Fig. 1: routed metal, one color a layer
Scale bar: 20 um. Two of the layers only.
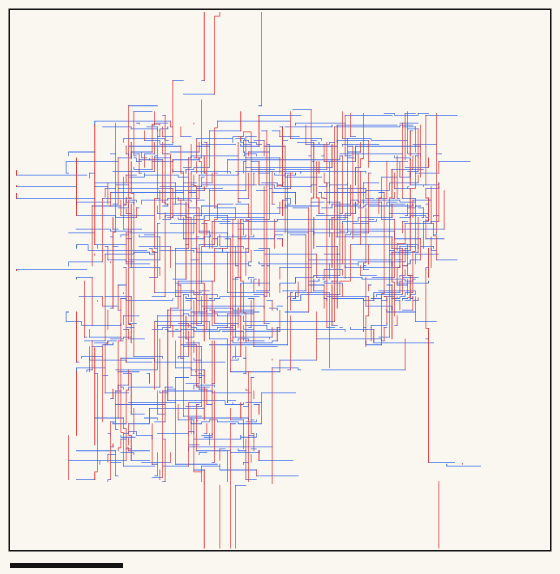
Fig. 2: routed clock nets over the placement
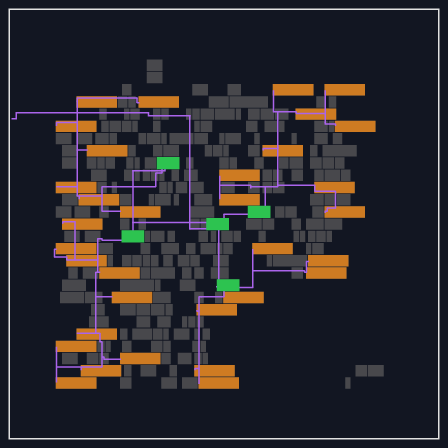
Fig. 3: placement view
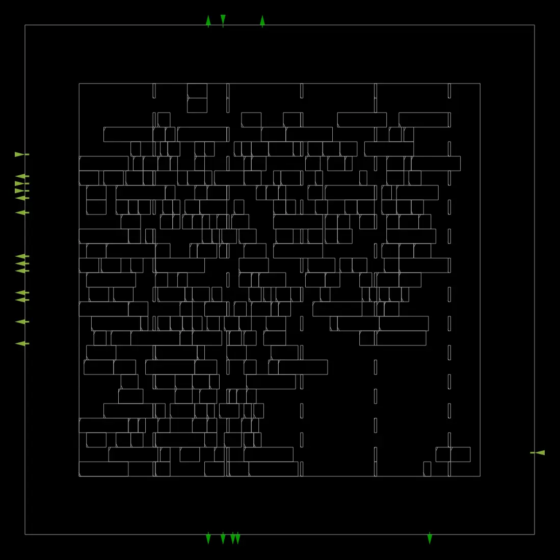
Fig. 4: placement by cell class
Scale bar: 20 um.
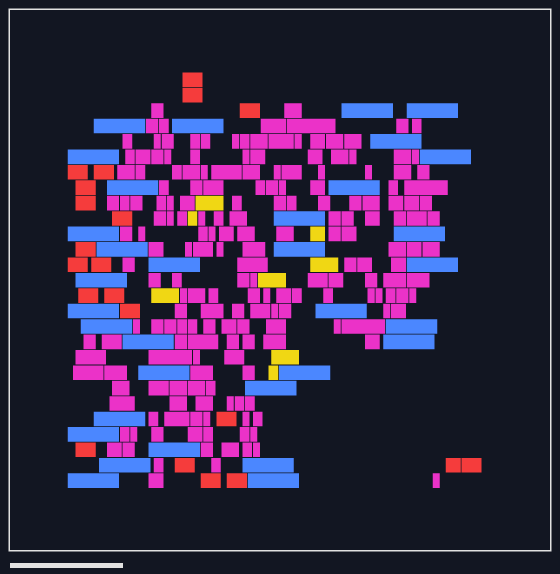
Fig. 5: supply network
Scale bar: 20 um. Pins as bars on the die edge. Tap cells in gray.
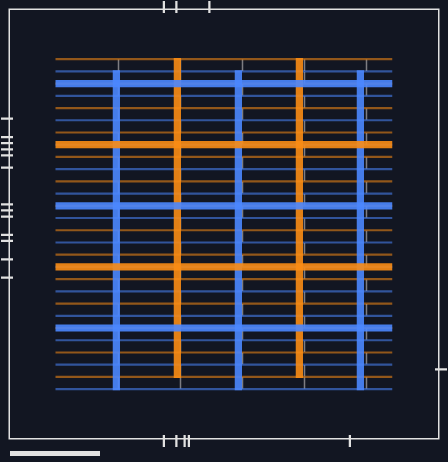
<file path="config.mk">
export PLATFORM = sky130hd
export DESIGN_NAME = jogador_automatico_flat
export DESIGN_NICKNAME = d
export VERILOG_FILES = /design/src/rtl/jogador_automatico_if.sv /design/src/rtl/jogador_automatico.sv /design/src/flat_wrapper.sv
export SDC_FILE = /design/constraint.sdc
export NUM_CORES = 1
export LEC_CHECK = 0
export CORE_MARGIN = 10
export CORE_UTILIZATION = 40
export CTS_BUF_LIST = sky130_fd_sc_hd__clkbuf_4 sky130_fd_sc_hd__clkbuf_8 sky130_fd_sc_hd__clkbuf_16
export DETAILED_ROUTE_END_ITERATION = 6
export PLACE_DENSITY = 0.7
export SLEW_MARGIN = 20
export SYNTH_ARGS = -nofsm -noshare
export SYNTH_HDL_FRONTEND = slang
export SYNTH_SLANG_ARGS = --single-unit
</file>
<file path="constraint.sdc">
create_clock -name clock_i -period 5.6 [get_ports clock_i]
set_input_delay 1.4 -clock clock_i [delete_from_list [all_inputs] [get_ports clock_i]]
set_output_delay 1.4 -clock clock_i [all_outputs]
set_load 0.1 [all_outputs]
</file>
<file path="src/rtl/jogador_automatico_if.sv">
// Game-side link between the auto-player and the memory-game core.
//   jogar  : start pulse, player -> core
//   botoes : one-hot button presses, player -> core
//   ganhou : win indication, core -> player
//   perdeu : loss indication, core -> player
// master = player side, slave = game core side.
interface jogador_automatico_if;
  logic       jogar;
  logic [3:0] botoes;
  logic       ganhou;
  logic       perdeu;

  modport master (output jogar, output botoes, input ganhou, input perdeu);
  modport slave  (input jogar, input botoes, output ganhou, output perdeu);
endinterface

</file>
<file path="src/rtl/jogador_automatico.sv">
// Hardware auto-player for the memory game. It starts a game, then replays the
// one-hot sequence 0001, 0010, 0100, 1000, ... round by round with fixed hold
// and release times. It stops on ganhou/perdeu from the core or when a timeout
// expires after the last press.
//
// Ports:
//   clock_i        : clock, rising edge
//   reset_ni       : asynchronous active-low reset
//   iniciar_i      : start request (level), ignored while busy
//   jogo_io        : game link (jogar/botoes out, ganhou/perdeu in)
//   ocupado_o      : high in every state except OCIOSO and FIM
//   fim_o          : high in FIM
//   sucesso_o      : valid with fim_o, 1 = ganhou seen
//   timeout_o      : valid with fim_o, 1 = wait for result expired
//   db_estado_o    : state code
//   db_rodada_o    : current round minus 1
// Optional feature (macro JOGADOR_ERRO_EN): adds erro_en_i / erro_rodada_i.
// With erro_en_i=1 the last press of round erro_rodada_i+1 is rotated left by
// one bit, producing a deliberately wrong move.
module jogador_automatico #(
  parameter int unsigned JOGAR_CICLOS = 5,
  parameter int unsigned HOLD         = 10,
  parameter int unsigned GAP          = 10,
  parameter int unsigned RODADAS      = 16,
  parameter int unsigned TMO          = 5000
) (
  input  logic                 clock_i,
  input  logic                 reset_ni,
  input  logic                 iniciar_i,
`ifdef JOGADOR_ERRO_EN
  input  logic                 erro_en_i,
  input  logic [3:0]           erro_rodada_i,
`endif
  jogador_automatico_if.master jogo_io,
  output logic                 ocupado_o,
  output logic                 fim_o,
  output logic                 sucesso_o,
  output logic                 timeout_o,
  output logic [3:0]           db_estado_o,
  output logic [3:0]           db_rodada_o
);

  localparam int unsigned TMax1  = (HOLD > GAP) ? HOLD : GAP;
  localparam int unsigned TMax2  = (TMax1 > JOGAR_CICLOS) ? TMax1 : JOGAR_CICLOS;
  localparam int unsigned TMax   = (TMax2 > TMO) ? TMax2 : TMO;
  // Timer counts down from N-1, so it never holds TMax itself.
  localparam int unsigned TimerW = (TMax > 1) ? $clog2(TMax) : 1;

  typedef logic [TimerW-1:0] timer_t;

  typedef enum logic [2:0] {
    StOcioso    = 3'd0,
    StInicia    = 3'd1,
    StEspera    = 3'd2,
    StPressiona = 3'd3,
    StSolta     = 3'd4,
    StProx      = 3'd5,
    StAguarda   = 3'd6,
    StFim       = 3'd7
  } state_e;

  state_e     state_q, state_d;
  timer_t     timer_q, timer_d;
  logic [3:0] rodada_q, rodada_d;  // round minus 1
  logic [3:0] indice_q, indice_d;  // press index within the round
  logic       sucesso_q, sucesso_d;
  logic       timeout_q, timeout_d;
  logic       jogar_q, jogar_d;
  logic [3:0] botoes_q, botoes_d;
  logic       ocupado_q, ocupado_d;
  logic       fim_q, fim_d;
  logic       tick;

  function automatic logic [3:0] rom(input logic [1:0] j);
    rom = 4'b0001 << j;
  endfunction

  always_comb begin
    state_d   = state_q;
    timer_d   = timer_q;
    rodada_d  = rodada_q;
    indice_d  = indice_q;
    sucesso_d = sucesso_q;
    timeout_d = timeout_q;
    tick      = (timer_q == '0);

    unique case (state_q)
      StOcioso: begin
        if (iniciar_i) begin
          state_d = StInicia;
          timer_d = timer_t'(JOGAR_CICLOS - 1);
        end
      end
      StInicia: begin
        if (tick) begin
          state_d = StEspera;
          timer_d = timer_t'(GAP - 1);
        end else begin
          timer_d = timer_q - timer_t'(1);
        end
      end
      StEspera: begin
        if (tick) begin
          state_d  = StPressiona;
          rodada_d = '0;
          indice_d = '0;
          timer_d  = timer_t'(HOLD - 1);
        end else begin
          timer_d = timer_q - timer_t'(1);
        end
      end
      StPressiona: begin
        if (tick) begin
          state_d = StSolta;
          timer_d = timer_t'(GAP - 1);
        end else begin
          timer_d = timer_q - timer_t'(1);
        end
      end
      StSolta: begin
        if (tick) begin
          if (indice_q != rodada_q) begin
            indice_d = indice_q + 4'd1;
            state_d  = StPressiona;
            timer_d  = timer_t'(HOLD - 1);
          end else if (rodada_q != 4'(RODADAS - 1)) begin
            state_d = StProx;
          end else begin
            state_d = StAguarda;
            timer_d = timer_t'(TMO - 1);
          end
        end else begin
          timer_d = timer_q - timer_t'(1);
        end
      end
      StProx: begin
        rodada_d = rodada_q + 4'd1;
        indice_d = '0;
        state_d  = StPressiona;
        timer_d  = timer_t'(HOLD - 1);
      end
      StAguarda: begin
        if (tick) begin
          state_d   = StFim;
          timeout_d = 1'b1;
          sucesso_d = 1'b0;
        end else begin
          timer_d = timer_q - timer_t'(1);
        end
      end
      StFim: begin
        if (iniciar_i) begin
          state_d   = StInicia;
          sucesso_d = 1'b0;
          timeout_d = 1'b0;
          rodada_d  = '0;
          indice_d  = '0;
          timer_d   = timer_t'(JOGAR_CICLOS - 1);
        end
      end
    endcase

    // Result from the core overrides sequencing; perdeu has priority.
    if (state_q inside {StInicia, StEspera, StPressiona, StSolta, StProx, StAguarda}) begin
      if (jogo_io.perdeu) begin
        state_d   = StFim;
        sucesso_d = 1'b0;
        timeout_d = 1'b0;
      end else if (jogo_io.ganhou) begin
        state_d   = StFim;
        sucesso_d = 1'b1;
        timeout_d = 1'b0;
      end
    end
  end

  // Outputs are decoded from the next state so they change with the state.
  always_comb begin
    jogar_d   = (state_d == StInicia);
    fim_d     = (state_d == StFim);
    ocupado_d = (state_d != StOcioso) && (state_d != StFim);
    botoes_d  = '0;
    if (state_d == StPressiona) begin
      botoes_d = rom(indice_d[1:0]);
`ifdef JOGADOR_ERRO_EN
      if (erro_en_i && (rodada_d == erro_rodada_i) && (indice_d == rodada_d)) begin
        botoes_d = {botoes_d[2:0], botoes_d[3]};
      end
`endif
    end
  end

  always_ff @(posedge clock_i or negedge reset_ni) begin
    if (!reset_ni) begin
      state_q   <= StOcioso;
      timer_q   <= '0;
      rodada_q  <= '0;
      indice_q  <= '0;
      sucesso_q <= 1'b0;
      timeout_q <= 1'b0;
      jogar_q   <= 1'b0;
      botoes_q  <= '0;
      ocupado_q <= 1'b0;
      fim_q     <= 1'b0;
    end else begin
      state_q   <= state_d;
      timer_q   <= timer_d;
      rodada_q  <= rodada_d;
      indice_q  <= indice_d;
      sucesso_q <= sucesso_d;
      timeout_q <= timeout_d;
      jogar_q   <= jogar_d;
      botoes_q  <= botoes_d;
      ocupado_q <= ocupado_d;
      fim_q     <= fim_d;
    end
  end

  assign jogo_io.jogar  = jogar_q;
  assign jogo_io.botoes = botoes_q;
  assign ocupado_o      = ocupado_q;
  assign fim_o          = fim_q;
  assign sucesso_o      = sucesso_q;
  assign timeout_o      = timeout_q;
  assign db_estado_o    = {1'b0, state_q};
  assign db_rodada_o    = rodada_q;

endmodule
</file>
<file path="src/flat_wrapper.sv">
// flat-port wrapper written by rule: the top's interface ports become plain ports
module jogador_automatico_flat 
#(
  parameter int unsigned JOGAR_CICLOS = 5,
  parameter int unsigned HOLD         = 10,
  parameter int unsigned GAP          = 10,
  parameter int unsigned RODADAS      = 16,
  parameter int unsigned TMO          = 5000
)
  (clock_i, reset_ni, iniciar_i, ocupado_o, fim_o, sucesso_o, timeout_o, db_estado_o, db_rodada_o, jogo_io_jogar, jogo_io_botoes, jogo_io_ganhou, jogo_io_perdeu);
  jogador_automatico_if jogo_io_i ();
  input  logic clock_i;
  input  logic reset_ni;
  input  logic iniciar_i;
  output logic ocupado_o;
  output logic fim_o;
  output logic sucesso_o;
  output logic timeout_o;
  output logic [3:0] db_estado_o;
  output logic [3:0] db_rodada_o;
  output wire logic [$bits(jogo_io_i.jogar)-1:0] jogo_io_jogar;
  output wire logic [$bits(jogo_io_i.botoes)-1:0] jogo_io_botoes;
  input wire logic [$bits(jogo_io_i.ganhou)-1:0] jogo_io_ganhou;
  input wire logic [$bits(jogo_io_i.perdeu)-1:0] jogo_io_perdeu;
  assign jogo_io_jogar = jogo_io_i.jogar;
  assign jogo_io_botoes = jogo_io_i.botoes;
  assign jogo_io_i.ganhou = jogo_io_ganhou;
  assign jogo_io_i.perdeu = jogo_io_perdeu;
  jogador_automatico #(.JOGAR_CICLOS(JOGAR_CICLOS), .HOLD(HOLD), .GAP(GAP), .RODADAS(RODADAS), .TMO(TMO)) u_core (.clock_i(clock_i), .reset_ni(reset_ni), .iniciar_i(iniciar_i), .jogo_io(jogo_io_i), .ocupado_o(ocupado_o), .fim_o(fim_o), .sucesso_o(sucesso_o), .timeout_o(timeout_o), .db_estado_o(db_estado_o), .db_rodada_o(db_rodada_o));
endmodule
</file>
==> GITHUB_STEP_SUMMARY <==
### Yosys + OpenROAD results

| Metric | Value |
|---|---|
| Largest net degree at the start of global routing | 34 |
| # Cells Yosys | 241 |
| Post-route setup TNS | 0 ns |
| Grt met3 use | 0.0369 |
| Fillcell total | 506 |
| Routability cong. | 0.832 |
| Die height | 95.3 um |
| Max Fclk | 256 MHz |
| I/O Buffers | 20 |
| Die width | 95.3 um |
| Worst Setup Path Type | reg -> out |
| Status | finished clean |
| Initial DRC Count | 115 |
| Share of cells above drive strength 1 | 0.117 |
| Worst R2R Setup Slack | 2.74 ns |
| Total Power | 0.00164 W |
| Syn_nets | 250 |
| Post-DP HPWL | 4.00 mm |
| Routed Wire Length | 5.62 mm |
| Biggest fanout along the worst timing path | 31 |
| Cell count after synthesis | 241 |
| RSZ-0062 raised after global routing | false |
| Area reported by Yosys stat | 2270 um^2 |
| Synth Flop Type | dfrtp_1 |
| CTS tree | yes |
| Synth warnings | 0 |
| R2r endpoint | u_core.timer_q[3] |
| Cts-stage hold buffer count | 0 |
| Routed via count | 1987 |
| FF-to-FF path depth | 5 |
| Period utilization | 0.697 |
| Post-route cell area | 2580 um^2 |
| Gr busiest metal | met2 |
| Hold path start | u_core.sucesso_o |
| Async SR Flop Fraction | 1.00 |
| WHS | 0.574 ns |
| Area of the mapped netlist | 2270 um^2 |
| Critical-path cell list | clkdlybuf4s50_1 |
| I/O pin total | 22 |
| Worst VDD drop | 580 uV |
| Worst Setup Slack, final | 1.70 ns |
| Area post-placement | 2490 um^2 |
| Hold Path Class | reg -> reg |
| Total Routing Usage GR | 0.133 |
| Sequential share of the synthesized area | 0.364 |
| Pre-antenna DRT Iters | 4 |
| Worst setup path start | u_core.state_q[2] |
| Via/cell ratio | 6.04 |
| Number of global-route vias before repair | 1985 |
| Post_cts resized | 0 |
| Top-area cell share | 0.364 |
| CP max stage delay | 1.29 ns |
| CTS buffer count | 5 |
| Mean Syn Cell Area | 9.40 um^2 |
| H-tree level count | 2 |
| CP endpoint kind | output pin |
| Fp_density | 0.411 |
| Max Root-Sink Buffers | 2 |
| Die area | 9080 um^2 |
| Hold depth | 2 |
| DP Worst Slack | 1.88 ns |
| Stages on the worst setup path | 1 |
| Min Tclk post-route | 3.90 ns |
| Drt wl/cell | 17.1 um |
| P&R area growth vs syn | 13.9% |
| Pins Over Slew Limit | 0 |
| WP data required | 4.20 ns |
| Core area | 5510 um^2 |
| Clk sinks | 33 |
| DR DRC count | 0 |
| PD cells | 634 nW/um^2 |
| Post-synth regs | 33 |
| Tally of non-filler cells in the final layout | 329 |
| Max-Cap Viols | 0 |
| CP Capture Point | db_estado_o[2] |
| Leakage | 1.06 nW |
| Final Hold Fails | 0 |
| First-pass GRT wire length | 9.81 mm |
| Clock Skew | 0.0105 ns |
| Inserted Diodes | 0 |
| Synth area leader | dfrtp_1 |
| Worst-path clk slew | 0.07 ns |
| Initial antenna violation count | 0 |
| Top delay family on crit path | buffers and inverters |
| WP buf/inv | 1 |
| CTS Root Buffer Type | clkbuf_8 |
| Nets | 265 |
| Worst slew pin tran | 1.02 ns |
| R2r startpoint | u_core.state_q[0] |
| CP max-delay cell | clkdlybuf4s50_1 |
| Worst hold endpoint | u_core.sucesso_o |
| Worst slew margin | 0.321 |
| Synth area leaders | dfrtp_1 36%, o211ai_1 3.6%, a21oi_1 2.9%, nand2_1 2.8%, nor4_4 2.8% |
| EDFF count, synth | 0 |
| # setup viols final | 0 |
| Startpoint class of the critical path | register |
| # Post-CTS Setup Buffers | 0 |
| GR Util met1 | 0.168 |
| DRT antenna net count | 0 |
| Total global routing overflow | 0 |
| Tool warnings | 27 |
| Met2 Use GR | 0.219 |
| Yosys cell types | 65 |
-- Fig. 1 (at the start) --
- red: M2 (wire length 2790 um)
- blue: M1 (wire length 2510 um)

-- Fig. 2 (at the start) --
- orange: flip-flops (count 33)
- purple: clock wires (length 477 um)
- green: clock-net drivers (count 5)
- flops lie: widely spread
- routed clock nets: 6

-- Fig. 3 (at the start) --
Layout Utilization: 0.469
# rows: 27

-- Fig. 4 (at the start) --
- yellow: clock drivers and dummy loads (cells 8; share of their area 3.5%)
- magenta: remaining logic cells (cells 195; share of their area 55%)
- red: remaining buffers and delay cells (cells 21; share of their area 8.3%)
- blue: registers (cells 33; share of their area 33%)

-- Fig. 5 (at the start) --
- blue: VSS
- orange: VDD
- met4 straps: 5
- met5 straps: 5

## metal layers
| metal | share of wire | vias up |
|---|---|---|
| li1 | - | 963 |
| met1 | 0.45 | 980 |
| met2 | 0.50 | 40 |
| met3 | 0.050 | 4 |
| met4 | 0.0069 | 0 |
| met5 | 0 | - |
## flip-flops by register name (all words and copies together) (netlist names)
signal	cells
u_core.indice_q	4
u_core.sucesso_o	1
u_core.db_rodada_o	4
u_core.jogo_io.jogar	1
u_core.state_q	3
u_core.ocupado_o	1
u_core.jogo_io.botoes	4
u_core.timeout_o	1
u_core.fim_o	1
u_core.timer_q	13
## cells by family (layout without fill, tap and decap cells)
logic type               after synthesis  count (layout)  share of synthesized area
adder cells (fa/ha/maj)                5               5                     0.0265
flip-flops                            33              33                      0.364
multiplexers                           3               3                     0.0144
XOR/XNOR                               6               6                     0.0232
AND/OR/NAND/NOR                       96              96                      0.279
other                                  1               1                    0.00165
AND-OR/OR-AND                         76              76                      0.246
buffers and inverters                 21              37                     0.0442
## cell usage in the layout, fill, tap and decap left out, drive strengths merged, types with 2 or more instances in the layout
master / netlist / final
a21boi: 3 / 3
a21oi: 13 / 13
a22o: 3 / 3
a311oi: 2 / 2
a31oi: 8 / 8
a32o: 3 / 3
a41oi: 2 / 2
and2: 7 / 7
and3: 9 / 9
clkbuf: 5 / 6
clkdlybuf4s50: 0 / 20
clkinv: 0 / 2
dfrtp: 33 / 33
ha: 4 / 4
inv: 8 / 8
mux2: 2 / 2
nand2: 17 / 17
nand3: 8 / 8
nand4: 3 / 3
nor2: 11 / 11
nor2b: 4 / 4
nor3: 7 / 7
nor3b: 3 / 3
nor4: 9 / 9
nor4b: 4 / 4
o211a: 2 / 2
o211ai: 11 / 11
o21ai: 11 / 11
o22ai: 2 / 2
o2bb2ai: 4 / 4
or2: 3 / 3
or3: 4 / 4
or4: 3 / 3
xor2: 5 / 5
## tightest hold or removal path, delay by kind of cell (launching register included)
family	cells	cell delay, ns
AND-OR/OR-AND	2	0.14
flip-flops	1	0.40
## cell usage after synthesis, drive strengths merged, types with 2 or more instances
library cell / count
dfrtp: 33
nand2: 17
a21oi: 13
nor2: 11
o211ai: 11
o21ai: 11
and3: 9
nor4: 9
a31oi: 8
buf: 8
inv: 8
nand3: 8
and2: 7
nor3: 7
clkbuf: 5
xor2: 5
ha: 4
nor2b: 4
nor4b: 4
o2bb2ai: 4
or3: 4
a21boi: 3
a22o: 3
a32o: 3
nand4: 3
nor3b: 3
or2: 3
or4: 3
a311oi: 2
a41oi: 2
mux2: 2
o211a: 2
o22ai: 2
## power breakdown
part           switching [W]  internal, W  total, W
clock              0.0000883    0.0000910  0.000179
sequential          0.000143     0.000311  0.000454
combinational       0.000655     0.000347   0.00100
## cell type report
type	count	area, um^2	area share
multi-input cells	187	1340	0.519
flip-flops and latches	33	826	0.320
repair buffers	21	208	0.0805
well taps	72	90.1	0.0349
clock buffers	6	76.3	0.0296
inverters	8	30.0	0.0116
clock inverters	2	10.0	0.00388
No activity file was given, so power comes from the tool's default toggle rates.
